### M1 wires, run 1

Scale bar: 100 um. Cells faint in the background.
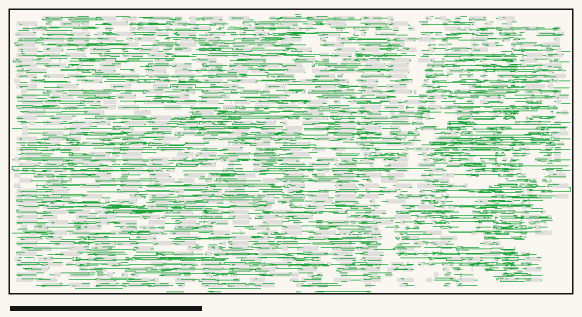
### M2 wires, run 1

Scale bar: 100 um. Cells faint in the background.
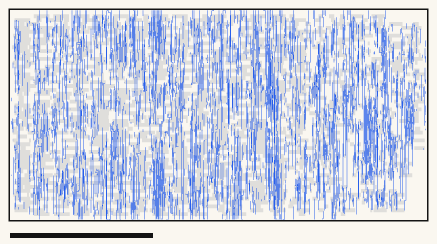
### The metal 3 layer, run 1

Scale bar: 100 um. Cells faint in the background.
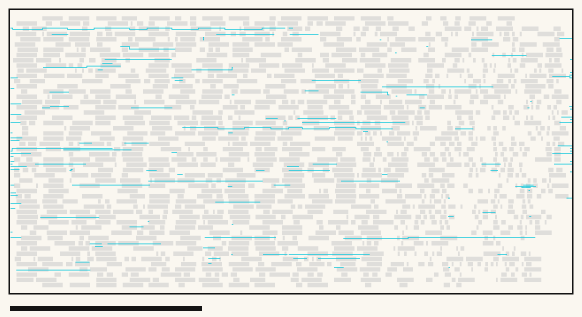
## config.mk

```make
export PLATFORM = sky130hd
export DESIGN_NAME = force_mem_readout
export DESIGN_NICKNAME = d
export VERILOG_FILES = /design/src/rtl/force_mem_readout_pkg.sv /design/src/rtl/force_readout_fifo.sv /design/src/rtl/force_mem_readout.sv
export SDC_FILE = /design/constraint.sdc
export NUM_CORES = 1
export LEC_CHECK = 0
export CAP_MARGIN = 10
export CELL_PAD_IN_SITES_DETAIL_PLACEMENT = 1
export CELL_PAD_IN_SITES_GLOBAL_PLACEMENT = 1
export CORE_ASPECT_RATIO = 0.5
export CORE_UTILIZATION = 45
export DETAILED_ROUTE_END_ITERATION = 16
export PLACE_DENSITY_LB_ADDON = 0.05
export SLEW_MARGIN = 15
export SYNTH_ARGS = -nofsm -noshare
export SYNTH_HDL_FRONTEND = slang
export SYNTH_HIERARCHICAL = 1
export SYNTH_SLANG_ARGS = --single-unit
export TNS_END_PERCENT = 20
```

## constraint.sdc

```tcl
create_clock -name clk -period 3.5 [get_ports clk]
set_input_delay 0.525 -clock clk [delete_from_list [all_inputs] [get_ports clk]]
set_output_delay 0.525 -clock clk [all_outputs]
set_load 0.03 [all_outputs]
```

## src/rtl/force_mem_readout_pkg.sv

```systemverilog
// Shared definitions for the force-memory readout block: controller state
// encoding, beat width and the component order within a 96-bit entry.
package force_mem_readout_pkg;

    localparam int COMP_WIDTH = 32;
    localparam int NUM_COMP   = 3;

    typedef enum logic [1:0] {
        ST_IDLE  = 2'd0,
        ST_READ  = 2'd1,
        ST_DRAIN = 2'd2,
        ST_DONE  = 2'd3
    } state_e;

    // Beat index of each force component inside one memory entry.
    localparam logic [1:0] FX = 2'd0;
    localparam logic [1:0] FY = 2'd1;
    localparam logic [1:0] FZ = 2'd2;

endpackage

```

## src/rtl/force_readout_fifo.sv

```systemverilog
// Small synchronous FIFO that buffers force-memory words between the memory
// read pipe and the beat serialiser. The head entry is shown combinationally
// on rdata_o. Pushing into a full FIFO or popping an empty one is flagged by
// an immediate assertion.
module force_readout_fifo #(
    parameter int DATA_WIDTH = 96,
    parameter int DEPTH      = 4,
    localparam int PTR_W     = (DEPTH > 1) ? $clog2(DEPTH) : 1,
    localparam int CNT_W     = $clog2(DEPTH + 1)
) (
    input  logic                  clk,
    input  logic                  rst,
    input  logic                  push_i,
    input  logic                  pop_i,
    input  logic [DATA_WIDTH-1:0] wdata_i,
    output logic [DATA_WIDTH-1:0] rdata_o,
    output logic [CNT_W-1:0]      count_o,
    output logic                  empty_o,
    output logic                  full_o
);
    import force_mem_readout_pkg::*;

    logic [DATA_WIDTH-1:0] store_q [DEPTH];
    logic [PTR_W-1:0]      wr_ptr_q, wr_ptr_d;
    logic [PTR_W-1:0]      rd_ptr_q, rd_ptr_d;
    logic [CNT_W-1:0]      count_q, count_d;

    function automatic logic [PTR_W-1:0] ptr_inc(input logic [PTR_W-1:0] p);
        return (p == PTR_W'(DEPTH - 1)) ? '0 : p + 1'b1;
    endfunction

    // Next pointer and occupancy values; push and pop together leave the count alone.
    always_comb begin
        wr_ptr_d = wr_ptr_q;
        rd_ptr_d = rd_ptr_q;
        count_d  = count_q;
        if (push_i) wr_ptr_d = ptr_inc(wr_ptr_q);
        if (pop_i)  rd_ptr_d = ptr_inc(rd_ptr_q);
        case ({push_i, pop_i})
            2'b10:   count_d = count_q + 1'b1;
            2'b01:   count_d = count_q - 1'b1;
            default: count_d = count_q;
        endcase
    end

    // Pointer and count registers.
    always_ff @(posedge clk or posedge rst) begin
        if (rst) begin
            wr_ptr_q <= '0;
            rd_ptr_q <= '0;
            count_q  <= '0;
        end else begin
            wr_ptr_q <= wr_ptr_d;
            rd_ptr_q <= rd_ptr_d;
            count_q  <= count_d;
        end
    end

    // Storage array; contents need no reset because occupancy gates every read.
    always_ff @(posedge clk) begin
        if (push_i) store_q[wr_ptr_q] <= wdata_i;
    end

    assign rdata_o = store_q[rd_ptr_q];
    assign count_o = count_q;
    assign empty_o = (count_q == '0);
    assign full_o  = (count_q == CNT_W'(DEPTH));

    // Overflow and underflow must never happen; the read credit rule prevents them.
    always @(posedge clk) begin
        if (!rst) begin
            assert (!(push_i && full_o)) else $error("force_readout_fifo: push into full fifo");
            assert (!(pop_i && empty_o)) else $error("force_readout_fifo: pop from empty fifo");
        end
    end

endmodule

```

## src/rtl/force_mem_readout.sv

```systemverilog
// Reader for the on-board-test force recording memory. Walks entries
// 0..N-1, buffers the read words and streams each one as three beats
// (X, Y, Z) on a valid/ready interface.
// Optional build macro FORCE_READOUT_CHECKSUM_EN appends one beat carrying
// the 32-bit wrapping sum of all data beats; out_last moves onto that beat.
//
// state    | meaning
// ---------+-------------------------------------------------------------
// ST_IDLE  | waiting for start; count latched (clamped to DEPTH) on start
// ST_READ  | issuing memory reads while buffer credit is available
// ST_DRAIN | all reads issued; waiting for the final beat to be accepted
// ST_DONE  | one-cycle done pulse, busy already low, back to idle
module force_mem_readout #(
    parameter int DATA_WIDTH = 96,
    parameter int COMP_WIDTH = 32,
    parameter int DEPTH      = 10000,
    parameter int ADDR_WIDTH = 14,
    parameter int RD_LATENCY = 2,
    parameter int FIFO_DEPTH = 4
) (
    input  logic                  clk,
    input  logic                  rst,
    input  logic                  start,
    input  logic [ADDR_WIDTH-1:0] num_words,
    output logic                  busy,
    output logic                  done,
    output logic [ADDR_WIDTH-1:0] mem_address,
    output logic                  mem_rden,
    input  logic [DATA_WIDTH-1:0] mem_q,
    output logic [COMP_WIDTH-1:0] out_data,
    output logic                  out_valid,
    input  logic                  out_ready,
    output logic                  out_last
);
    import force_mem_readout_pkg::*;

    localparam int CNT_W = $clog2(FIFO_DEPTH + 1);
    localparam int IF_W  = $clog2(RD_LATENCY + 1);
    localparam logic [ADDR_WIDTH-1:0] DEPTH_A = ADDR_WIDTH'(DEPTH);

    state_e                  state_q, state_d;
    logic [ADDR_WIDTH-1:0]   n_q, n_d;
    logic [ADDR_WIDTH-1:0]   rd_addr_q, rd_addr_d;
    logic [ADDR_WIDTH-1:0]   addr_hold_q, addr_hold_d;
    logic [ADDR_WIDTH-1:0]   out_idx_q, out_idx_d;
    logic [1:0]              beat_q, beat_d;
    logic [RD_LATENCY-1:0]   pipe_q, pipe_d;

    logic [ADDR_WIDTH-1:0]   clamped;
    logic [IF_W-1:0]         inflight;
    logic                    credit_ok;
    logic                    issue;
    logic                    fifo_push, fifo_pop;
    logic [DATA_WIDTH-1:0]   fifo_rdata;
    logic [CNT_W-1:0]        fifo_count;
    logic                    fifo_empty, fifo_full;
    logic [COMP_WIDTH-1:0]   head_beat;
    logic                    data_valid, data_acc, final_acc;

    assign clamped = (num_words > DEPTH_A) ? DEPTH_A : num_words;

    // Reads still in the memory pipeline count against buffer space.
    always_comb begin
        inflight = '0;
        for (int i = 0; i < RD_LATENCY; i++) begin
            inflight = inflight + IF_W'(pipe_q[i]);
        end
    end

    assign credit_ok = !fifo_full && ((int'(fifo_count) + int'(inflight)) < FIFO_DEPTH);

    // An issue bit leaving the pipe marks the cycle its read data is on mem_q.
    assign pipe_d    = (pipe_q << 1) | RD_LATENCY'(issue);
    assign fifo_push = pipe_q[RD_LATENCY-1];

    force_readout_fifo #(
        .DATA_WIDTH (DATA_WIDTH),
        .DEPTH      (FIFO_DEPTH)
    ) u_fifo (
        .clk     (clk),
        .rst     (rst),
        .push_i  (fifo_push),
        .pop_i   (fifo_pop),
        .wdata_i (mem_q),
        .rdata_o (fifo_rdata),
        .count_o (fifo_count),
        .empty_o (fifo_empty),
        .full_o  (fifo_full)
    );

    // Select the current component of the head entry.
    always_comb begin
        head_beat = fifo_rdata[COMP_WIDTH-1:0];
        case (beat_q)
            FY:      head_beat = fifo_rdata[2*COMP_WIDTH-1:COMP_WIDTH];
            FZ:      head_beat = fifo_rdata[3*COMP_WIDTH-1:2*COMP_WIDTH];
            default: head_beat = fifo_rdata[COMP_WIDTH-1:0];
        endcase
    end

    assign data_valid = !fifo_empty;
    assign data_acc   = data_valid && out_ready;
    assign fifo_pop   = data_acc && (beat_q == FZ);

`ifdef FORCE_READOUT_CHECKSUM_EN
    logic [COMP_WIDTH-1:0] csum_q, csum_d;
    logic                  csum_active;

    // The checksum beat follows once every data entry has been popped.
    assign csum_active = (state_q == ST_DRAIN) && fifo_empty && (out_idx_q == n_q);
    assign out_valid   = data_valid || csum_active;
    assign out_data    = csum_active ? csum_q : (data_valid ? head_beat : '0);
    assign out_last    = csum_active;
    assign final_acc   = csum_active && out_ready;

    // Running sum of accepted data beats, cleared on an accepted start.
    always_comb begin
        csum_d = csum_q;
        if ((state_q == ST_IDLE) && start) csum_d = '0;
        else if (data_acc)                 csum_d = csum_q + head_beat;
    end

    // Checksum register.
    always_ff @(posedge clk or posedge rst) begin
        if (rst) csum_q <= '0;
        else     csum_q <= csum_d;
    end
`else
    logic is_last_entry;

    assign is_last_entry = (out_idx_q == n_q - 1'b1);
    assign out_valid     = data_valid;
    assign out_data      = data_valid ? head_beat : '0;
    assign out_last      = data_valid && (beat_q == FZ) && is_last_entry;
    assign final_acc     = data_acc && out_last;
`endif

    // Controller next state, read issue and beat/entry counters.
    always_comb begin
        state_d     = state_q;
        n_d         = n_q;
        rd_addr_d   = rd_addr_q;
        addr_hold_d = addr_hold_q;
        beat_d      = beat_q;
        out_idx_d   = out_idx_q;
        issue       = 1'b0;

        if (data_acc) begin
            if (beat_q == FZ) begin
                beat_d    = FX;
                out_idx_d = out_idx_q + 1'b1;
            end else begin
                beat_d = beat_q + 1'b1;
            end
        end

        case (state_q)
            ST_IDLE: begin
                if (start) begin
                    n_d       = clamped;
                    rd_addr_d = '0;
                    out_idx_d = '0;
                    beat_d    = FX;
                    if (clamped == '0) begin
`ifdef FORCE_READOUT_CHECKSUM_EN
                        state_d = ST_DRAIN;
`else
                        state_d = ST_DONE;
`endif
                    end else begin
                        state_d = ST_READ;
                    end
                end
            end
            ST_READ: begin
                if (credit_ok) begin
                    issue       = 1'b1;
                    addr_hold_d = rd_addr_q;
                    rd_addr_d   = rd_addr_q + 1'b1;
                    if (rd_addr_q == n_q - 1'b1) state_d = ST_DRAIN;
                end
            end
            ST_DRAIN: begin
                if (final_acc) state_d = ST_DONE;
            end
            ST_DONE: begin
                state_d = ST_IDLE;
            end
            default: begin
                state_d = ST_IDLE;
            end
        endcase
    end

    // Controller and counter registers.
    always_ff @(posedge clk or posedge rst) begin
        if (rst) begin
            state_q     <= ST_IDLE;
            n_q         <= '0;
            rd_addr_q   <= '0;
            addr_hold_q <= '0;
            out_idx_q   <= '0;
            beat_q      <= FX;
            pipe_q      <= '0;
        end else begin
            state_q     <= state_d;
            n_q         <= n_d;
            rd_addr_q   <= rd_addr_d;
            addr_hold_q <= addr_hold_d;
            out_idx_q   <= out_idx_d;
            beat_q      <= beat_d;
            pipe_q      <= pipe_d;
        end
    end

    assign mem_rden    = issue;
    assign mem_address = issue ? rd_addr_q : addr_hold_q;
    assign busy        = (state_q == ST_READ) || (state_q == ST_DRAIN);
    assign done        = (state_q == ST_DONE);

endmodule

```

==> results_dict.tcl, run 1 <==
# metrics dict for downstream scripts
set metrics [dict create \
    synthTopCellsByArea "edfxtp_1 (61%), mux4_2 (11%), dfrtp_1 (9.1%)" \
    crit_path_end_kind "primary output" \
    warning_count 38 \
    clock_skew_ps 34.4 \
    fp_util_pct 46.3 \
    drt_iter0_drc 580 \
    clk-insertion-delay-late_ps 570 \
    synth_area_per_cell_um2 17.3 \
    dp.cells 1790 \
    io_buffers 164 \
    violations "negative setup slack" \
    drive_above_1_share_pct 21.7 \
    path_clk_slew_ps 70 \
    finalCritPeriodShare_pct 103 \
    grt_max_degree 47 \
    hold_ws_ps 286 \
    cp.arrival_ps 3070 \
    slew_headroom_pct 43.9 \
    antenna_found_initial 1 \
    slowest_stage "or4_4" \
    mux_share_pct 12.4 \
    layout_top_cell "edfxtp_1" \
    nets 1453 \
    simple_gate_area_share_pct 5.32 \
    drv_cap 0 \
    cts_made_buffers 42 \
    drtAntennaViolNets 0 \
    grt_pass1_vias 11659 \
    synthAdderAreaFrac_pct 1.36 \
    critPathMaxFanout 7 \
    syn-num-nets 1227 \
    crit_type "reg -> out" \
    hpwl_um 30200 \
    final_cells 1894 \
    yosysWarnings 6 \
    placementRows 52 \
    ys_top_logic_family "multiplexers" \
    clock_path_buffers 3 \
    outcome "complete, but fails checks" \
    setup_slack_ps -96.8 \
    syn_inst 1093 \
    place.gp.congestion 0.837 \
    yosys.area_share.aoi_pct 6.05 \
    synth.distinct_cells 68 \
    gr-usage-met2_pct 38.8 \
    syn2layout_area_growth_pct 22.7 \
    power_leakage_uw 0.00817 \
    finalSetupViolCount 1 \
    critical_path.max_stage_delay_ps 560 \
    min_path_type "in -> async" \
    worst_pin_slew_ps 841 \
    ys_area_um2 19000 \
    die-area_um2 43000 \
    finalHoldViolCount 0 \
    ys_cells 1093 \
    ir_drop_uv 525 \
    die_h_um 147 \
    vias_per_cell 5.63 \
    die_x_um 292 \
    h-tree-depth 2 \
    gr-usage-all-layers_pct 21.9 \
    drc 0 \
    yosys.area_share.xor_xnor_pct 2.58 \
    worstPathRequired_ps 2970 \
    lay_top_cells "edfxtp_1 (384), clkdlybuf4s50_1 (118), mux4_2 (96)" \
]
## Picture notes: 'M1 wires'
The layer carries 20.0 mm of wire. 1385 nets have wire on it. The wires run mostly horizontal.

## Picture notes: 'M2 wires'
The wires run mostly vertical. 1334 nets have wire on it. The layer holds 52% of the routed length.
DR vias: 10657
routed wire length: 46100 um

## Picture notes: 'The metal 3 layer'
The layer holds 3.6% of the routed length. The layer carries 1660 um of wire. The wires run mostly horizontal. The longest straight run is 66.0 um. 94 nets have wire on it.
met3 Use GR: 3.27%

run 1: flip-flops by register name, summed over array words and instances, names as in the netlist:
signal           count
u_fifo/store_q     384
addr_hold_q         14
n_q                 14
out_idx_q           14
rd_addr_q           14
u_fifo/count_o       3
beat_q               2
pipe_q               2
state_q              2
u_fifo/rd_ptr_q      2
u_fifo/wr_ptr_q      2
run 1: worst max-delay path: cells and delay by family (launching register included):
| kind | cells | cell delay (ps) |
|---|---|---|
| buffers and inverters | 2 | 250 |
| AOI/OAI and AO/OA | 2 | 460 |
| and+or+nand+nor | 4 | 1340 |
| DFF | 1 | 450 |
run 1: Yosys cell counts (5+ instances only):
cell type,count
clkbuf_1,44
dfrtp_1,69
a22o_1,9
and3_1,9
mux2_2,13
nor3_1,9
nand2_1,37
ha_1,19
edfxtp_1,384
nand2b_1,8
o21ai_0,17
xnor2_1,24
a211oi_1,39
a21oi_1,16
a22oi_1,34
nor2_1,74
nand4_1,12
or3_1,7
nand3_1,8
inv_1,26
nor2b_1,5
and2_1,9
mux4_2,96
xor2_1,24
buf_2,19
o2111ai_1,5
nor4_1,6
run 1: per-stage QoR:
stage	cell area (um^2)	utilization (%)	TNS, ps	worst slack [ps]	power, uW
after CTS	23000	56.1	-1480	-220	16200
after floorplan	19000	-	0	88.4	9580
after global routing	23300	56.8	-175	-174	16700
after global placement	21600	52.8	0	149	11700
final	23300	56.8	-96.8	-96.8	16000
after detailed placement	21600	52.8	0	288	11800
run 1: metal layers:
layer | wire length [um] | share of wire (%)
met5 | 0 | 0
met4 | 583 | 1.3
met3 | 1660 | 3.6
met2 | 23800 | 52
met1 | 20000 | 43
run 1: report_power, final:
group | switching, uW | internal (uW)
Clock | 2030 | 2600
Combinational | 2970 | 2380
Sequential | 145 | 5920
Total | 5140 | 10900
run 1: worst paths after layout:
check | start | end | slack (ps) | depth (start not counted)
max in group asynchronous | rst | n_q[11]$_DFFE_PP0P_ | 2380 | 3
max reg2reg | n_q[5]$_DFFE_PP0P_ | state_q[1]$_DFFE_PP0P_ | 340 | 8
min in group clk | pipe_q[0]$_DFF_PP0_ | pipe_q[1]$_DFF_PP0_ | 390 | 0
min reg2reg | pipe_q[0]$_DFF_PP0_ | pipe_q[1]$_DFF_PP0_ | 390 | 0
max | n_q[5]$_DFFE_PP0P_ | out_last | -100 | 8
min | rst | u_fifo/wr_ptr_q[0]$_DFFE_PP0P_ | 290 | 2
run 1: area by class of cell:
type,count,area [um^2]
Clock buffer,53,1120
Tap cell,540,676
Antenna cell,1,2.50
Sequential cell,453,13300
Multi-Input combinational cell,545,5370
Inverter,26,97.6
Timing Repair Buffer,251,2470
Clock inverter,25,256
Fill cell,3696,17700
run 1: what timing repair did:
| item | in CTS | in global routing |
|---|---|---|
| pin swaps | 1 | 6 |
| hold buffers | 0 | 0 |
| resized | 43 | 33 |
| setup endpoints to repair | 48 | 24 |
| setup buffers | 0 | 25 |
### Congestion heat map, run 1

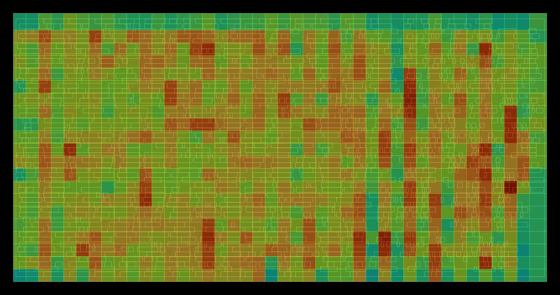

==> run 1 -> run 2 <==
--- a/config.mk
+++ b/config.mk
@@ -5,11 +5,13 @@
 export SDC_FILE = /design/constraint.sdc
 export NUM_CORES = 1
 export LEC_CHECK = 0
+export ABC_CLOCK_PERIOD_IN_PS = 3500
 export CAP_MARGIN = 10
 export CELL_PAD_IN_SITES_DETAIL_PLACEMENT = 1
 export CELL_PAD_IN_SITES_GLOBAL_PLACEMENT = 1
 export CORE_ASPECT_RATIO = 0.5
 export CORE_UTILIZATION = 45
+export CTS_CLUSTER_DIAMETER = 80
 export DETAILED_ROUTE_END_ITERATION = 16
 export PLACE_DENSITY_LB_ADDON = 0.05
 export SLEW_MARGIN = 15
@@ -17,4 +19,3 @@
 export SYNTH_HDL_FRONTEND = slang
 export SYNTH_HIERARCHICAL = 1
 export SYNTH_SLANG_ARGS = --single-unit
-export TNS_END_PERCENT = 20
### Congestion heat map, run 2

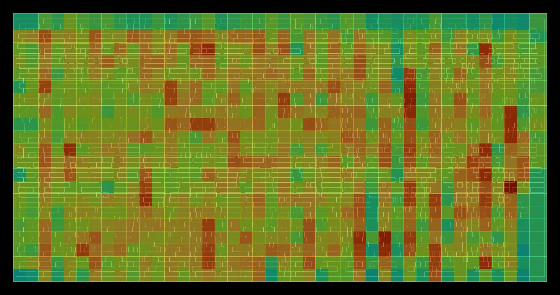
met2 usage: 39.0%
GRT Util Overall: 21.9%

### The metal 3 layer, run 2

Scale bar: 100 um. Cells faint in the background.
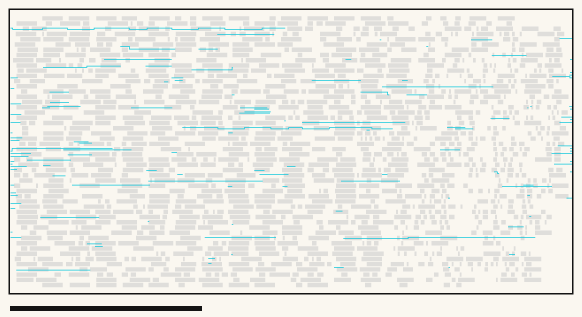
The layer carries 1550 um of wire. The layer holds 3.4% of the routed length.

==> run 2 against run 1 <==
The flow still finishes with violations (negative setup slack); utilization increased by 0.070 points; cell count about the same; first-iteration DRC count fell by 3.8%; critical endpoint unchanged; via count shrank 0.13%.
==> results_dict.tcl, run 2 <==
# metrics dict for downstream scripts
set metrics [dict create \
    top_cell "edfxtp_1" \
    total_power_uw 16100 \
    num_vias 10643 \
    drv_cap 0 \
    pwr-share-clk_pct 28.6 \
    slew_headroom_pct 43.7 \
    ys_area_um2 19000 \
    grt_max_degree 47 \
    path_clk_slew_ps 70 \
    critPathMaxFanout 7 \
    top_register "u_fifo/store_q" \
    cp.arrival_ps 3070 \
    antenna_found_initial 1 \
    synth.distinct_cells 68 \
    place.gp.congestion 0.837 \
    syn_area_um2 19000 \
    drive_above_1_share_pct 21.6 \
    internal_power_uw 11000 \
    fp_util_pct 46.3 \
    drtAntennaViolNets 0 \
    grt_pass1_vias 11686 \
    power_frac_comb_pct 33.7 \
    violations "negative setup slack" \
    switching_share_pct 31.8 \
    clk-insertion-delay-late_ps 570 \
    syn-num-nets 1227 \
    critical_path.max_stage_delay_ps 570 \
    hold_ws_ps 285 \
    die-area_um2 43000 \
    placementRows 52 \
    synth_area_per_cell_um2 17.3 \
    nets 1452 \
    layout_top_cell "edfxtp_1" \
    wirelength_um 46100 \
    crit_type "reg -> out" \
    outcome "complete, but fails checks" \
    vias_per_cell 5.62 \
    cts_hold_buf 0 \
    clock-sinks 453 \
    clock_skew_ps 35.5 \
    clock_path_buffers 3 \
    min_path_type "in -> async" \
    critPathBufInv 2 \
    synthTopCellsByArea "edfxtp_1 (61%), mux4_2 (11%), dfrtp_1 (9.1%)" \
    crit_chain "or4_4 -> a311o_1 -> nand2_1 -> o221ai_2 -> or4_4 -> nor3b_2 -> buf_4 -> buf_12" \
    hpwl_um 30200 \
    worstPathRequired_ps 2970 \
    cts_made_buffers 42 \
    die_h_um 147 \
    largest_reg_flops 384 \
    drc 0 \
    final_cells 1893 \
    dp.cells 1790 \
    syn_inst 1093 \
    ir_drop_uv 513 \
    finalCritPeriodShare_pct 103 \
    power_leakage_uw 0.00823 \
    wl_per_cell_um 24.3 \
    lay_top_cells "edfxtp_1 (384), clkdlybuf4s50_1 (123), mux4_2 (96)" \
    pwr-share-seq_pct 37.7 \
    grt_remaining_overflow 0 \
    ys.flop_type "edfxtp_1" \
    crit_path_end_kind "primary output" \
    yosysWarnings 6 \
    slowest_stage "or4_4" \
    warning_count 38 \
    slew_viol_final 0 \
    ys_cells 1093 \
    critPathMostFrequentCell "or4_4" \
    drt_iter0_drc 558 \
    io_buffers 164 \
    syn2layout_area_growth_pct 22.9 \
    cp_top_family "simple AND/OR/NAND/NOR gates" \
    edf_count 384 \
    finalHoldViolCount 0 \
    finalSetupViolCount 1 \
    nFillCells 3690 \
    die_x_um 292 \
    switching_power_uw 5130 \
    ys_top_cells_by_count "edfxtp_1 (384), mux4_2 (96), nor2_1 (74), dfrtp_1 (69), clkbuf_1 (44)" \
    fmax_mhz 278 \
    worst_pin_slew_ps 844 \
    setup_slack_ps -97.4 \
    h-tree-depth 2 \
]
-- run 2: cell counts after synthesis --
No cell type changed its count.
-- run 2: what timing repair did --
item	CTS	global route
gates resized	31	40
setup buffers	5	19
pin swaps	1	6
endpoints found under the hold margin	0	0
endpoints found under the setup margin	48	31
-- run 2: path summary, 6_finish.rpt --
path | startpoint | end | slack (ps) | cells after the start
max | n_q[5]$_DFFE_PP0P_ | out_last | -100 | 8
min | rst | u_fifo/wr_ptr_q[0]$_DFFE_PP0P_ | 280 | 2
min in group clk | pipe_q[0]$_DFF_PP0_ | pipe_q[1]$_DFF_PP0_ | 380 | 0
max reg2reg | n_q[5]$_DFFE_PP0P_ | state_q[1]$_DFFE_PP0P_ | 360 | 8
max in group asynchronous | rst | n_q[11]$_DFFE_PP0P_ | 2390 | 3
min reg2reg | pipe_q[0]$_DFF_PP0_ | pipe_q[1]$_DFF_PP0_ | 380 | 0
-- run 2: kinds of logic after synthesis --
| logic type | synth area share, % |
|---|---|
| flops | 69.9 |
| fa+ha+maj | 1.36 |
| simple gates | 5.32 |
| mux | 12.4 |
| xor+xnor | 2.58 |
| compound gates | 6.05 |
| buf+inv | 2.32 |
-- run 2: metrics by stage --
| stage | instance area (um^2) | TNS [ps] | utilization (%) | setup slack, ps |
|---|---|---|---|---|
| detailed placement | 21600 | 0 | 52.8 | 288 |
| global placement | 21600 | 0 | 52.8 | 149 |
| global route | 23300 | -174 | 56.8 | -174 |
| finish | 23300 | -97.4 | 56.8 | -97.4 |
| CTS | 23000 | -207 | 56.2 | -207 |
| floorplan | 19000 | 0 | - | 88.4 |
-- run 2: final cells by class --
| class | count | area (um^2) | area share, % |
|---|---|---|---|
| Tap cell | 540 | 676 | 2.90 |
| Inverter | 26 | 97.6 | 0.419 |
| Antenna cell | 1 | 2.50 | 0.0107 |
| Clock buffer | 53 | 1120 | 4.82 |
| Clock inverter | 25 | 256 | 1.10 |
| Multi-Input combinational cell | 545 | 5370 | 23.1 |
| Timing Repair Buffer | 250 | 2500 | 10.7 |
| Sequential cell | 453 | 13300 | 57.0 |
-- run 2: metal layers --
layer,global-route usage [%],wire (um),vias up
met1,29.2,20100,5597
met2,39.0,23900,189
met4,3.59,551,0
met5,0,0,-
met3,3.27,1550,43
li1,-,-,4814
-- run 2: power groups by stage --
stage	clock, uW	combinational, uW	sequential, uW
after global routing	4930	5790	6080
after detailed placement	0	5530	6240
after floorplan	0	3500	6080
final	4610	5440	6070
after global placement	0	5480	6240
after CTS	4750	5580	6070
### The metal 4 layer, run 2

Scale bar: 100 um.
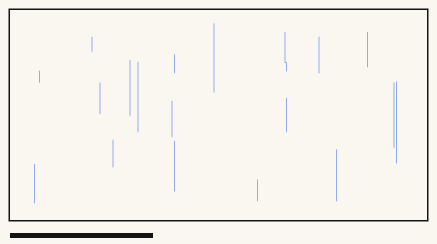

==> run 2 -> run 3 <==
--- a/config.mk
+++ b/config.mk
@@ -7,12 +7,13 @@
 export LEC_CHECK = 0
 export ABC_CLOCK_PERIOD_IN_PS = 3500
 export CAP_MARGIN = 10
-export CELL_PAD_IN_SITES_DETAIL_PLACEMENT = 1
-export CELL_PAD_IN_SITES_GLOBAL_PLACEMENT = 1
+export CELL_PAD_IN_SITES_DETAIL_PLACEMENT = 2
+export CELL_PAD_IN_SITES_GLOBAL_PLACEMENT = 2
 export CORE_ASPECT_RATIO = 0.5
-export CORE_UTILIZATION = 45
+export CORE_UTILIZATION = 39
 export CTS_CLUSTER_DIAMETER = 80
 export DETAILED_ROUTE_END_ITERATION = 16
+export HOLD_SLACK_MARGIN = 0.05
 export PLACE_DENSITY_LB_ADDON = 0.05
 export SLEW_MARGIN = 15
 export SYNTH_ARGS = -nofsm -noshare
### The metal 4 layer, run 3

Scale bar: 100 um.
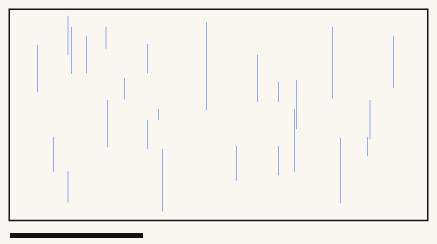
The layer holds 1.5% of the routed length. The longest straight run is 66.0 um. 13 nets have wire on it. The wires run mostly vertical. The layer carries 775 um of wire.

### M1 wires, run 3

Scale bar: 100 um. Cells faint in the background.
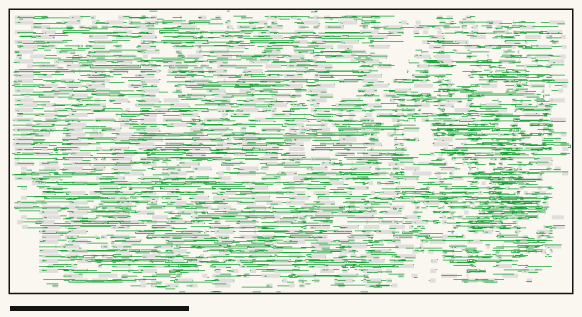
The longest straight run is 63.5 um. The wires run mostly horizontal.
Global Route met1 Usage: 26.6%
DR vias: 10697
routed wire length: 51000 um

==> run 3 against run 2 <==
The run now ends clean; sequential share of layout area up 0.24 points; routed wire length up 11%; flip-flop count unchanged; critical path depth unchanged; die area up 15%; sequential power down 0.7%; utilization down 7.9 points; synthesized area unchanged; non-clock buffer count down 16; final area down 0.44%; fmax up 3.4%; clock power down 4%.
==> results_dict.tcl, run 3 <==
# metrics dict for downstream scripts
set metrics [dict create \
    syn_inst 1093 \
    hpwl_um 32900 \
    die-area_um2 49600 \
    edf_count 384 \
    pwr-share-seq_pct 37.7 \
    grt_remaining_overflow 0 \
    switching_share_pct 33.3 \
    cp_top_family "simple AND/OR/NAND/NOR gates" \
    ys.flop_type "edfxtp_1" \
    outcome "finished clean" \
    clock_skew_ps 20.9 \
    final_cells 1974 \
    crit_path_end_kind "primary output" \
    syn-num-nets 1227 \
    nets 1436 \
    clock_path_buffers 3 \
    die_x_um 314 \
    grt_max_degree 45 \
    finalHoldViolCount 0 \
    die_h_um 158 \
    syn_area_um2 19000 \
    crit_chain "buf_4 -> or4_4 -> nor2_4 -> o2111ai_1 -> or4_4 -> nor3b_2 -> buf_4 -> buf_12" \
    grt_pass1_vias 12145 \
    pre_cts_slack_ps 128 \
    gr-usage-all-layers_pct 21.0 \
    dp.cells 1880 \
    power_leakage_uw 0.00806 \
    io_buffers 164 \
    top_cell "edfxtp_1" \
    slew_headroom_pct 45.0 \
    path_clk_slew_ps 70 \
    pwr-share-clk_pct 27.7 \
    h-tree-depth 2 \
    drc 0 \
    slowest_stage "or4_4" \
    layout_top_cell "edfxtp_1" \
]
run 3: cell counts after synthesis:
No cell type changed its count.
run 3: worst reg2reg max path, cell delays in order, from the launching register on:
cell     delay, ps
dfrtp_1        390
or4_4          570
buf_4          190
buf_4          170
o31ai_1        300
and3_1         210
a21oi_1        110
or4_1          600
a21oi_2        190
mux2_1         330
run 3: power by group through the flow:
stage | Combinational (uW) | Clock [uW] | Sequential, uW
global placement | 5470 | 0 | 6170
global route | 5900 | 4790 | 6040
detailed placement | 5570 | 0 | 6180
finish | 5530 | 4440 | 6030
floorplan | 3500 | 0 | 6080
CTS | 5620 | 4590 | 6020
run 3: cell type report:
class	count	area, um^2
clock inverters	19	168
diodes	1	2.50
fillers	4311	24200
flip-flops and latches	453	13300
well taps	638	798
clock buffers	58	1130
inverters	26	97.6
repair buffers	234	2350
multi-input cells	545	5380
run 3: timing repair:
item / CTS / global route
setup buffers: 15 / 0
setup endpoints to repair: 48 / 25
gates resized: 55 / 23
pin swaps: 8 / 0
cloned: 0 / 1
run 3: cell families (layout without fill, tap and decap cells):
| family | count (synthesis) | in the layout | synth area share, % |
|---|---|---|---|
| other | 0 | 1 | 0 |
| AOI/OAI and AO/OA | 158 | 158 | 6.05 |
| adders and majority gates | 20 | 20 | 1.36 |
| muxes | 114 | 114 | 12.4 |
| and+or+nand+nor | 202 | 202 | 5.32 |
| xor gates and xnor gates | 51 | 51 | 2.58 |
| buffers and inverters | 95 | 337 | 2.32 |
| DFF | 453 | 453 | 69.9 |
run 3: through the flow:
stage | util, % | instance area [um^2] | total power [uW]
after floorplan | - | 19000 | 9580
after global placement | 45.6 | 21700 | 11600
after detailed placement | 45.6 | 21700 | 11800
after CTS | 48.8 | 23100 | 16200
after global routing | 48.9 | 23200 | 16700
final | 48.9 | 23200 | 16000
run 3: final timing paths:
path	depth (start not counted)	from	slack [ps]	to
min in group clk	0	pipe_q[0]$_DFF_PP0_	400	pipe_q[1]$_DFF_PP0_
worst min-delay path	2	rst	260	u_fifo/wr_ptr_q[0]$_DFFE_PP0P_
worst max-delay path	8	n_q[1]$_DFFE_PP0P_	20	out_last
worst min register to register	0	pipe_q[0]$_DFF_PP0_	400	pipe_q[1]$_DFF_PP0_
worst max register to register	9	n_q[7]$_DFFE_PP0P_	340	state_q[1]$_DFFE_PP0P_
max in group asynchronous	3	rst	2420	addr_hold_q[7]$_DFFE_PP0P_
run 3: per-layer routing:
layer / wire (um) / share of wire (%)
met1: 21400 / 42
met2: 27000 / 53
met3: 1780 / 3.5
met4: 775 / 1.5
met5: 0 / 0
Power figures rest on the tool's default switching activity, not on a simulated workload.
